==> images/gates.png <==
Scale: 6 px per um.
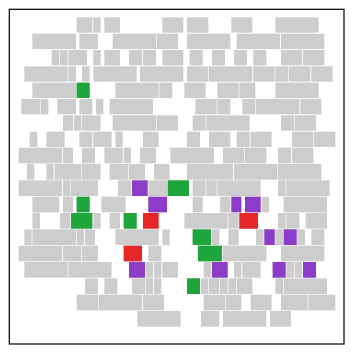
==> images/congestion_map.png <==
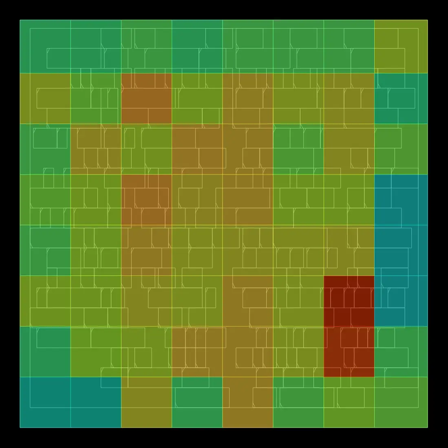
**src/rtl/uart_rx.sv**
```systemverilog
// uart_rx: 8N1 UART receiver, LSB first, with a 2-FF input synchronizer and mid-bit sampling.
// Optional macro UART_RX_PARITY_EN switches the frame to 8E1 and enables the rx_parity_err pulse.
module uart_rx #(
   parameter int clk_freq = 12_000_000,
   parameter int baud     = 9600
) (
   input  logic       clk,
   input  logic       rst_n,
   input  logic       rx,
   output logic [7:0] rx_data,
   output logic       rx_valid,
   output logic       rx_busy,
   output logic       rx_frame_err,
   output logic       rx_parity_err
);

   localparam int DIV  = clk_freq / baud;
   localparam int HALF = DIV / 2;
   localparam int CW   = $clog2(DIV);

   localparam logic [CW-1:0] C_DIV_M1  = CW'(DIV - 1);
   localparam logic [CW-1:0] C_HALF_M1 = CW'(HALF - 1);

   typedef enum logic [2:0] {
      S_IDLE,
      S_START,
      S_DATA,
      S_PARITY,
      S_STOP,
      S_BREAK
   } state_t;

   logic          r_sync1;
   logic          r_sync2;
   logic          w_rx_s;
   state_t        r_state;
   logic [CW-1:0] r_bit_cnt;
   logic [2:0]    r_bit_idx;
   logic [7:0]    r_shift;
   logic [7:0]    r_data;
   logic          r_valid;
   logic          r_ferr;
`ifdef UART_RX_PARITY_EN
   logic          r_par;
   logic          r_perr;
`endif

   // NOTE: every clocked assignment uses <= so all flops sample the same pre-edge values.
   always_ff @(posedge clk) begin
      if (!rst_n) begin
         r_sync1 <= 1'b1;
         r_sync2 <= 1'b1;
      end else begin
         r_sync1 <= rx;
         r_sync2 <= r_sync1;
      end
   end

   assign w_rx_s = r_sync2;

   always_ff @(posedge clk) begin
      if (!rst_n) begin
         r_state   <= S_IDLE;
         r_bit_cnt <= '0;
         r_bit_idx <= '0;
         r_shift   <= '0;
         r_data    <= '0;
         r_valid   <= 1'b0;
         r_ferr    <= 1'b0;
`ifdef UART_RX_PARITY_EN
         r_par     <= 1'b0;
         r_perr    <= 1'b0;
`endif
      end else begin
         r_valid <= 1'b0;
         r_ferr  <= 1'b0;
`ifdef UART_RX_PARITY_EN
         r_perr  <= 1'b0;
`endif
         case (r_state)
            S_IDLE: begin
               r_bit_cnt <= '0;
               if (!w_rx_s) r_state <= S_START;
            end

            // A start bit that is high again by mid-bit was a glitch: drop it silently.
            S_START: begin
               if (r_bit_cnt == C_HALF_M1) begin
                  r_bit_cnt <= '0;
                  if (!w_rx_s) begin
                     r_state   <= S_DATA;
                     r_bit_idx <= '0;
                  end else begin
                     r_state <= S_IDLE;
                  end
               end else begin
                  r_bit_cnt <= r_bit_cnt + CW'(1);
               end
            end

            S_DATA: begin
               if (r_bit_cnt == C_DIV_M1) begin
                  r_bit_cnt <= '0;
                  r_shift   <= {w_rx_s, r_shift[7:1]};
                  if (r_bit_idx == 3'd7) begin
`ifdef UART_RX_PARITY_EN
                     r_state <= S_PARITY;
`else
                     r_state <= S_STOP;
`endif
                  end else begin
                     r_bit_idx <= r_bit_idx + 3'd1;
                  end
               end else begin
                  r_bit_cnt <= r_bit_cnt + CW'(1);
               end
            end

`ifdef UART_RX_PARITY_EN
            S_PARITY: begin
               if (r_bit_cnt == C_DIV_M1) begin
                  r_bit_cnt <= '0;
                  r_par     <= w_rx_s;
                  r_state   <= S_STOP;
               end else begin
                  r_bit_cnt <= r_bit_cnt + CW'(1);
               end
            end
`endif

            // Leaving at mid-stop lets the next start edge be seen without a gap.
            S_STOP: begin
               if (r_bit_cnt == C_DIV_M1) begin
                  r_bit_cnt <= '0;
                  if (w_rx_s) begin
`ifdef UART_RX_PARITY_EN
                     if (^{r_shift, r_par}) begin
                        r_perr <= 1'b1;
                     end else begin
                        r_data  <= r_shift;
                        r_valid <= 1'b1;
                     end
`else
                     r_data  <= r_shift;
                     r_valid <= 1'b1;
`endif
                     r_state <= S_IDLE;
                  end else begin
                     r_ferr  <= 1'b1;
                     r_state <= S_BREAK;
                  end
               end else begin
                  r_bit_cnt <= r_bit_cnt + CW'(1);
               end
            end

            // A held-low line reports one framing error, then waits for the line to idle.
            S_BREAK: begin
               r_bit_cnt <= '0;
               if (w_rx_s) r_state <= S_IDLE;
            end

            default: begin
               r_bit_cnt <= '0;
               r_state   <= S_IDLE;
            end
         endcase
      end
   end

   assign rx_data      = r_data;
   assign rx_valid     = r_valid;
   assign rx_busy      = (r_state != S_IDLE);
   assign rx_frame_err = r_ferr;
`ifdef UART_RX_PARITY_EN
   assign rx_parity_err = r_perr;
`else
   assign rx_parity_err = 1'b0;
`endif

endmodule

```
**config.mk**
```make
export PLATFORM = sky130hd
export DESIGN_NAME = uart_rx
export DESIGN_NICKNAME = d
export VERILOG_FILES = /design/src/rtl/uart_rx.sv
export SDC_FILE = /design/constraint.sdc
export NUM_CORES = 1
export LEC_CHECK = 0
export CAP_MARGIN = 20
export CORE_UTILIZATION = 59
export CTS_BUF_LIST = sky130_fd_sc_hd__clkbuf_4 sky130_fd_sc_hd__clkbuf_8
export DETAILED_ROUTE_END_ITERATION = 16
export GPL_TIMING_DRIVEN = 0
export PLACE_DENSITY = 0.84
export SLEW_MARGIN = 20
export SYNTH_ARGS = -nofsm -noshare
export SYNTH_HDL_FRONTEND = slang
export SYNTH_SLANG_ARGS = --single-unit
```
**constraint.sdc**
```tcl
create_clock -name clk -period 2.6 [get_ports clk]
set_input_delay 0.52 -clock clk [delete_from_list [all_inputs] [get_ports clk]]
set_output_delay 0.52 -clock clk [all_outputs]
set_load 0.05 [all_outputs]
```
==> PnR_summary.wiki <==
=== Synthesis and place and route ===
{| class="wikitable"
! Metric !! Value
|-
| Unrepaired setup endpoints after global routing || no
|-
| Number of non-clock inverters || 4
|-
| Largest clock skew in the final design || 7.363 ps
|-
| Capture point of the worst reg-to-reg path || r_bit_idx[0]
|-
| Count of standard-cell rows || 19
|-
| Synth Seq Share || 43.79%
|-
| Run status || complete, no violations
|-
| Pre-CTS setup slack || 383.9 ps
|-
| Slowest-stage cell, CP || dlygate4sd2_1
|-
| Ratio of cells with drive above 1 in the final layout || a little under a tenth
|-
| Post-route fraction of the period consumed by the critical path || 90.00%
|-
| Share of final layout cell area taken by non-clock buffers || under 10%
|-
| Remaining design rule violation count || 0
|-
| # Taps || 31
|-
| Logic share of the area || 46.14%
|-
| Total routing resource utilization after global routing || a little over a fifth
|-
| Dominant flop cell || dfxtp_1
|-
| Final net count || 205
|-
| Top power group || registers
|-
| Count of hold buffers inserted by post-cts repair || 0
|-
| Number of warnings the tools reported || 28
|-
| Proportion of power drawn by combinational gates || 13.1%
|-
| Placed cell areas || 1861 um^2
|-
| Repair and plain buffers || 23
|-
| Met1 wire length || 1388 um
|-
| Number of diodes added for antenna fixing || 0
|-
| FF-to-FF Start || r_state[0]
|-
| Sequential Power Share || between 50% and 60%
|-
| Die outline area || between 3000 and 4000 um^2
|-
| Portion of total power attributed to the clock network || 29.2%
|-
| Core area || 2734 um^2
|-
| Boundary Pins || 15
|-
| Via count || 1246
|-
| Routed wire length per instance || 13.16 um
|-
| Via count of the first global-routing pass || about 1200
|-
| Fraction of registers with async set or reset after synthesis || 0%
|-
| R2r worst-path depth || 5
|-
| Reg area || 740.7 um^2
|-
| Number of unique standard cell types used by synthesis || 38
|-
| Top post-synthesis cells by area || dfxtp_1 44%, mux2i_1 11%, nor2b_1 6.3%
|-
| GP Congestion || 0.8273
|-
| Largest net degree at the start of global routing || 12
|-
| Final critical path time including I/O delays and setup || about 2300 ps
|-
| Most frequent cells in the layout || 37 x dfxtp_1, 18 x mux2i_1, 17 x nor2b_1
|-
| Sequential fraction of total cell area || just under 40%
|-
| Max Fclk || 427.3 MHz
|-
| Top layer in use || met4
|-
| Yosys chip area || around 1700 um^2
|-
| Setup repair bufs after CTS || 0
|}
About gates.png:
family	color	cells
aoi and oai cells	purple	10
and/or cells	green	8
non-inverting ao/oa cells	red	3

About congestion_map.png:
most utilized layer in the global route result: met2
met3 track utilization from global routing: 7.494%

stage by stage:
stage,hold WS (ps),total power [W],utilization [%],std cells
after floorplan,386.3,0.0006949,-,177
after global placement,389.2,0.0007242,68.05,221
after detailed placement,397.2,0.0007285,68.05,221
after CTS,423.3,0.001019,70.02,229
after global routing,432.8,0.001052,70.02,229
final,417.0,0.001006,70.02,229
kinds of logic after synthesis:
group / after synthesis / synth area share [%]
muxes: 18 / 10.65
other: 1 / 0.2217
adders and majority gates: 5 / 3.698
buffers and inverters: 14 / 3.994
DFF: 37 / 43.79
and+or+nand+nor: 78 / 26.48
xor gates and xnor gates: 11 / 5.695
AOI/OAI and AO/OA: 13 / 5.474
Power is estimated from default activity; no workload was simulated.
